Design student_ss_analog_status_mon, sky130hd; sources not shown.
### Signal wires on met2, run 1

Cells faint in the background.
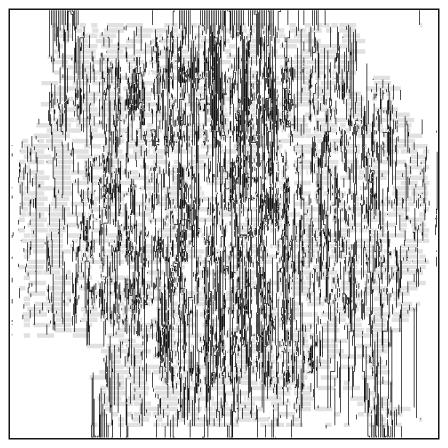
wire length on this layer	25.8 mm
main direction	vertical
via count: 15000
met2 Use GR: 35.6%
final wirelength: 54800 um

### Gate-type map, run 1

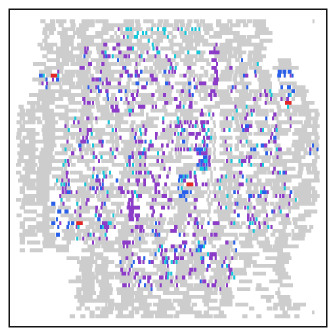
colour	family	cells
red	adder and majority cells	4
cyan	inverters	164
purple	NAND gates	598
blue	NOR gates	149
Finished Layout Cells: 2915
combinational share of cell area: 28.3%
most frequent logic cell in the layout: dfrtp_1

### Routing congestion, run 1

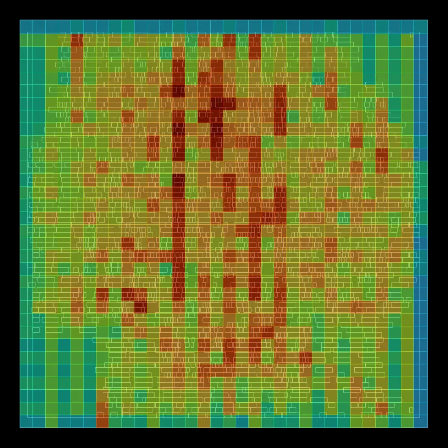
GRT met3 Usage: 3.51%
M1 GR Usage: 31.3%
layer with the highest usage: met2

==> qor.yml, run 1 <==
finish:
  lay_top_cells: "553 x dfrtp_1, 394 x nand2_1, 260 x xnor2_1"
  largest_class: "flip-flops and latches"
  final_core_util_pct: 59.7
  antennaDiodeCount: 0
  clock_area_share_pct: 7.45
power:
  pwr-share-clk_pct: 45.6
  swShare_pct: 21.9
  powerClk_mw: 2.52
  fin_total_pwr_mw: 5.52
timing:
  final-setup-viol-count: 0
  slew_viol_final: 755
  rsz0062_at_grt: "false"
  hold_slack_ns: 0.196
  period_minus_slack_ns: 8.45
route:
  antenna_left: 0
  first_pass_iters: 7
critical_path:
  end_kind: "primary output"
  worst-path-stages: 11
  cp_max_fo: 7
floorplanning:
  die_y_um: 221
placement:
  post_dp_cell_area_um2: 24700
run_status:
  outcome: "complete, but fails checks"
  violations: "capacitance limit, slew limit"
run:
  maxCapViolations: 8
synth:
  synth_warnings: 0
clocking:
  clock-root-buffer: "clkbuf_16"
  path_clk_slew_ns: 0.06
grt:
  track_usage_pct: 22.4
### Sequential cells coloured by netlist name, run 1

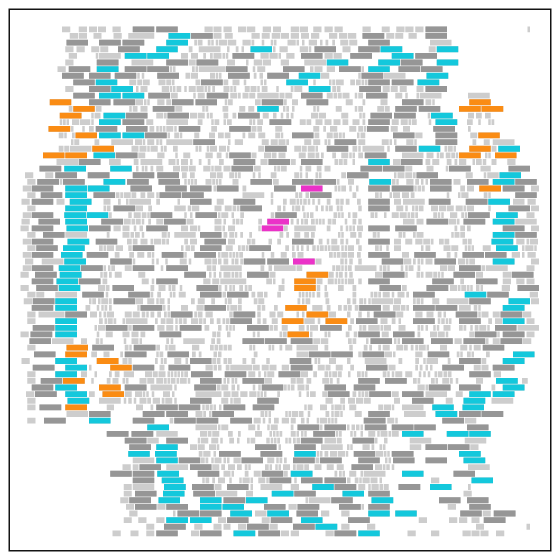

## Run 2: what changed since run 1
Settings changed: CORE_UTILIZATION 50 to 58.
### Sequential cells coloured by netlist name, run 2

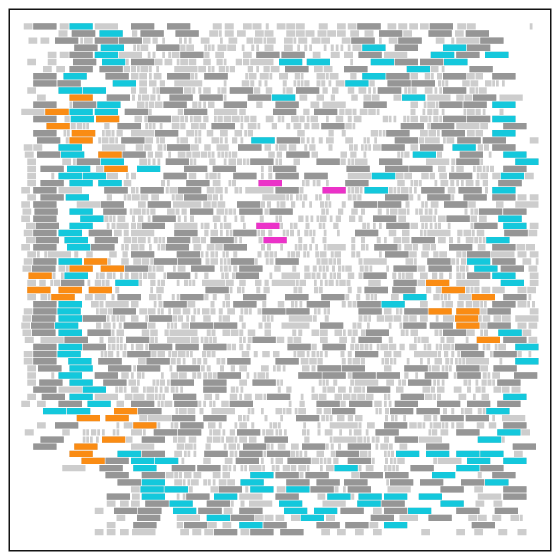
colour	name in the netlist	sequential cells
cyan	g_filt.u_filt.sync2_q	128
orange	g_filt.u_filt.cnt_q	32
magenta	chg_q	4
Seq. cell area: 13800 um2
final core area utilization: 68.1%

==> run 2 against run 1 <==
The flow still finishes with violations (capacitance limit, slew limit). Synthesized cell count stayed put. Fmax is 0.30% lower. Die area is 13% lower. Via count is 1.6% higher. Sequential share of layout area is 0.49 points higher. Register-to-register slack worse by 0.05 ns. Final cell count is 2.7% lower. Critical path depth is 1 higher.
==> qor.yml, run 2 <==
critical_path:
  end_kind: "primary output"
  cp_max_fo: 35
route:
  top_layer_used: "met4"
  via_per_inst: 5.37
  routed_wl_um: 55500
  antenna_left: 0
  first_pass_iters: 5
grt:
  grtUsageMet1_pct: 38.4
  top_usage_layer: "met2"
  track_usage_pct: 26.7
  grtUsageMet3_pct: 3.80
  grt_use_met2_pct: 40.8
floorplanning:
  fp_util_pct: 58.8
  die_y_um: 206
timing:
  setup_ws_ns: 0.258
  slew_viol_final: 414
  hold_slack_ns: 0.190
  period_minus_slack_ns: 8.47
  final-setup-viol-count: 0
  finalCritPeriodShare_pct: 97.0
finish:
  largest_class: "flip-flops and latches"
  clock_area_share_pct: 6.87
  comb_area_share_pct: 28.5
  mostFrequentLayoutCell: "dfrtp_1"
run_status:
  violations: "capacitance limit, slew limit"
  outcome: "complete, but fails checks"
synth:
  synth_warnings: 0
  netlist-cell-type-count: 42
run:
  maxCapViolations: 7
power:
  swShare_pct: 22.5
clocking:
  clock-root-buffer: "clkbuf_16"
placement:
  dp_hpwl_um: 39700
Power is estimated from default activity; no workload was simulated.
